### Cell area per tile

The die is cut into 16 by 16 equal tiles; black is low, pale yellow is high, 0 to 100% covered.
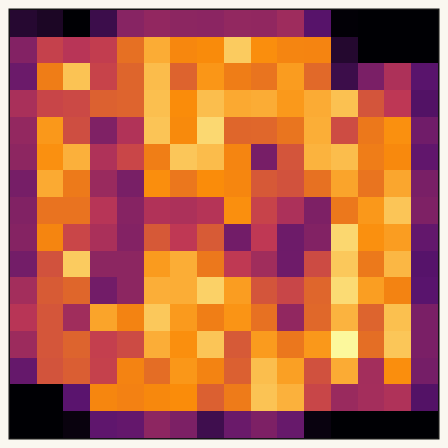
### Wires at chosen ports, followed through buffers

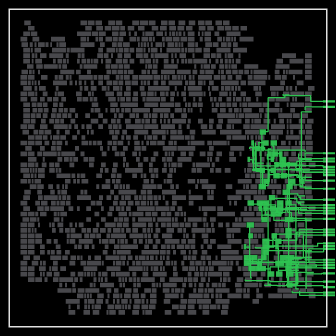
## src/rtl/mult_hilo_ctrl.sv

```systemverilog
// HI/LO multiply control: operand magnitudes out, sign-corrected product in.
// Define MULT_HILO_BYPASS_EN to forward the product to MFHI/MFLO on capture.
module mult_hilo_ctrl #(
  parameter int WIDTH_D  = 32,
  parameter int MULT_LAT = 1
) (
  input  logic                   clk,
  input  logic                   rst_n,
  input  logic                   op_valid,
  input  logic [2:0]             op_code,
  input  logic [WIDTH_D-1:0]     op_a,
  input  logic [WIDTH_D-1:0]     op_b,
  input  logic                   flush,
  output logic                   stall_out,
  output logic                   rd_valid,
  output logic [WIDTH_D-1:0]     rd_data,
  output logic [WIDTH_D-1:0]     mul_a,
  output logic [WIDTH_D-1:0]     mul_b,
  input  logic [2*WIDTH_D-1:0]   mul_p,
  output logic [WIDTH_D-1:0]     hi,
  output logic [WIDTH_D-1:0]     lo
);

  localparam int CL = $clog2(MULT_LAT + 1);
  localparam int CW = (CL < 1) ? 1 : CL;

  localparam logic IDLE = 1'b0;
  localparam logic BUSY = 1'b1;

  localparam logic [2:0] OP_MULT  = 3'b001;
  localparam logic [2:0] OP_MULTU = 3'b010;
  localparam logic [2:0] OP_MFHI  = 3'b011;
  localparam logic [2:0] OP_MFLO  = 3'b100;
  localparam logic [2:0] OP_MTHI  = 3'b101;
  localparam logic [2:0] OP_MTLO  = 3'b110;

  localparam logic [WIDTH_D-1:0]   D_ONE = {{(WIDTH_D-1){1'b0}}, 1'b1};
  localparam logic [2*WIDTH_D-1:0] P_ONE = {{(2*WIDTH_D-1){1'b0}}, 1'b1};
  localparam logic [CW-1:0]        C_ONE = {{(CW-1){1'b0}}, 1'b1};
  localparam logic [CW-1:0]        C_LAT = CW'(MULT_LAT);

  logic                 state;
  logic [CW-1:0]        cnt;
  logic                 neg;

  logic                 is_mul;
  logic                 is_mf;
  logic                 is_mt;
  logic                 cap;
  logic                 byp;
  logic                 take;
  logic                 neg_nxt;
  logic [WIDTH_D-1:0]   mag_a;
  logic [WIDTH_D-1:0]   mag_b;
  logic [WIDTH_D-1:0]   src_hi;
  logic [WIDTH_D-1:0]   src_lo;
  logic [2*WIDTH_D-1:0] prod;

  always_comb begin
    is_mul = 1'b0;
    is_mf  = 1'b0;
    is_mt  = 1'b0;
    unique case (op_code)
      OP_MULT, OP_MULTU: is_mul = 1'b1;
      OP_MFHI, OP_MFLO:  is_mf  = 1'b1;
      OP_MTHI, OP_MTLO:  is_mt  = 1'b1;
      default: ;
    endcase
  end

  // Signed MULT hands the multiplier magnitudes; the sign is restored on capture.
  always_comb begin
    mag_a   = op_a;
    mag_b   = op_b;
    neg_nxt = 1'b0;
    if (op_code == OP_MULT) begin
      if (op_a[WIDTH_D-1]) mag_a = ~op_a + D_ONE;
      if (op_b[WIDTH_D-1]) mag_b = ~op_b + D_ONE;
      neg_nxt = op_a[WIDTH_D-1] ^ op_b[WIDTH_D-1];
    end
  end

  assign prod = neg ? (~mul_p + P_ONE) : mul_p;
  assign cap  = (state == BUSY) && (cnt == '0);

`ifdef MULT_HILO_BYPASS_EN
  assign byp = cap & is_mf;
`else
  assign byp = 1'b0;
`endif

  assign stall_out = op_valid & ~flush & (state == BUSY)
                   & (is_mul | is_mf | is_mt) & ~byp;
  assign take      = op_valid & ~flush & ~stall_out;
  assign rd_valid  = take & is_mf;

  assign src_hi  = byp ? prod[2*WIDTH_D-1:WIDTH_D] : hi;
  assign src_lo  = byp ? prod[WIDTH_D-1:0] : lo;
  assign rd_data = !rd_valid ? '0
                 : (op_code == OP_MFHI) ? src_hi : src_lo;

  always_ff @(posedge clk) begin
    if (!rst_n) begin
      state <= IDLE;
      cnt   <= '0;
      neg   <= 1'b0;
      hi    <= '0;
      lo    <= '0;
      mul_a <= '0;
      mul_b <= '0;
    end else if (flush) begin
      state <= IDLE;
      cnt   <= '0;
    end else if (state == BUSY) begin
      if (cnt != '0) begin
        cnt <= cnt - C_ONE;
      end else begin
        {hi, lo} <= prod;
        state    <= IDLE;
      end
    end else if (take) begin
      if (is_mul) begin
        mul_a <= mag_a;
        mul_b <= mag_b;
        neg   <= neg_nxt;
        cnt   <= C_LAT;
        state <= BUSY;
      end
      if (op_code == OP_MTHI) hi <= op_a;
      if (op_code == OP_MTLO) lo <= op_a;
    end
  end

endmodule

```

## config.mk

```make
export PLATFORM = sky130hd
export DESIGN_NAME = mult_hilo_ctrl
export DESIGN_NICKNAME = d
export VERILOG_FILES = /design/src/rtl/mult_hilo_ctrl.sv
export SDC_FILE = /design/constraint.sdc
export NUM_CORES = 1
export LEC_CHECK = 0
export CAP_MARGIN = 20
export CORE_MARGIN = 5
export CORE_UTILIZATION = 40
export CTS_BUF_LIST = sky130_fd_sc_hd__clkbuf_16
export CTS_CLUSTER_DIAMETER = 80
export CTS_CLUSTER_SIZE = 16
export DETAILED_ROUTE_END_ITERATION = 8
export PLACE_DENSITY = 0.78
export SLEW_MARGIN = 20
export SYNTH_ARGS = -nofsm -noshare
export SYNTH_HDL_FRONTEND = slang
export SYNTH_SLANG_ARGS = --single-unit
```

## constraint.sdc

```tcl
create_clock -name clk -period 2.9 [get_ports clk]
set_clock_uncertainty 0.1 [all_clocks]
set_input_delay 0.435 -clock clk [delete_from_list [all_inputs] [get_ports clk]]
set_output_delay 0.435 -clock clk [all_outputs]
set_load 0.01 [all_outputs]
```

==> run notes <==
Summary of the current implementation state.

- The worst hold-check path type is reg2reg, for reference.
- The internal power of the cells is 3880 µW, for reference.
- Counting endpoints that fail hold in the final report gives 0.
- The switching share of total power is 26.6%, for reference.
- In this run, synthesis produced a sequential element count of 131.
- The arrival time of data at the critical path endpoint is 3.04 ns, for reference.
- The leakage power is 0.00490 µW, for reference.
- The run finished with clean final reports.
- The dominant register cell in the synthesized netlist is sky130_fd_sc_hd__dfxtp_1, for reference.
- The cell area power density is 379 nW/µm², for reference.
- The post-layout total power is 5290 µW, for reference.
- By instance count after routing, the leading logic cell type is sky130_fd_sc_hd__clkdlybuf4s50_1.
- The clock net in this run drives a total of 131 sinks.
- Per the post-synthesis stats, the area per cell is 7.42 µm².
- The y dimension of the die is 157 µm, for reference.
- The group drawing the most power is clock, for reference.
- The global-route track usage on met1 is 40.4%, for reference.
- Buffers inserted to repair hold after CTS numbered 0.
- Per the synthesis report, the adder-cell share of the synthesized area is 0.432%.
- The aggregate negative setup slack is 0 ns, for reference.
Back to the opening pictures, 'Cell area per tile':
- fullest tile: 99%
- nearly empty tiles: 6.2%
- tiles over 75% full: 26%
- mean over tiles: 55%

Back to the opening pictures, 'Wires at chosen ports, followed through buffers':
- `op_b`: green (bits 32; direction input; edge east; end cells 73; buffers 42; wire 1720 µm)
Port Buf Inserts: 296
number of I/O pins: 297

==> sequential cells by signal, indices dropped and copies added (netlist names) <==
signal / count
state: 1
mul_a: 32
mul_b: 32
neg: 1
lo: 32
cnt: 1
hi: 32
==> worst max-delay path, delay by kind of cell <==
kind | cells | cell delay (ns)
AND-OR/OR-AND | 1 | 0.24
buffers and inverters | 2 | 0.63
multiplexers | 1 | 0.13
AND/OR/NAND/NOR | 4 | 1.61
==> cells by family after synthesis <==
family | after synthesis
AND-OR/OR-AND | 389
XOR/XNOR | 98
adder cells (fa/ha/maj) | 3
buffers and inverters | 117
flip-flops | 131
multiplexers | 16
AND/OR/NAND/NOR | 416
==> area by class of cell <==
cell class / instances / area [µm²] / share of cell area, %
clock buffer: 17 / 425 / 3.05
clock inverter: 15 / 213 / 1.53
inverter: 22 / 82.6 / 0.593
multi-input combinational: 922 / 5680 / 40.8
sequential: 131 / 2630 / 18.8
tap: 280 / 350 / 2.51
timing repair buffer: 492 / 4560 / 32.7
==> worst min path at each step <==
stage                          from   endpoint  slack, ns  cells past startpoint
final                     mul_a[31]  mul_a[31]       0.36                      2
after global routing       mul_a[0]   mul_a[0]       0.39                      2
after floorplan                 cnt        cnt       0.38                      2
after global placement     mul_a[0]   mul_a[0]       0.35                      2
after detailed placement  mul_a[31]  mul_a[31]       0.35                      2
after CTS                 mul_a[31]  mul_a[31]       0.36                      2
==> routing by layer <==
layer | up-vias | part of all wire, %
met1 | 5194 | 40
met4 | 0 | 3.7
met2 | 662 | 45
li1 | 5177 | -
met3 | 89 | 10
met5 | - | 0
==> per-stage QoR <==
stage	instance area (µm²)	util, %	worst slack [ns]
global route	13900	64.5	-0.0137
detailed placement	13200	61.0	-0.406
finish	13900	64.5	0.0847
CTS	13800	64.0	0.0343
floorplan	8680	-	0.0789
global placement	13200	61.0	-0.367
No activity file was given, so power comes from the tool's default toggle rates.
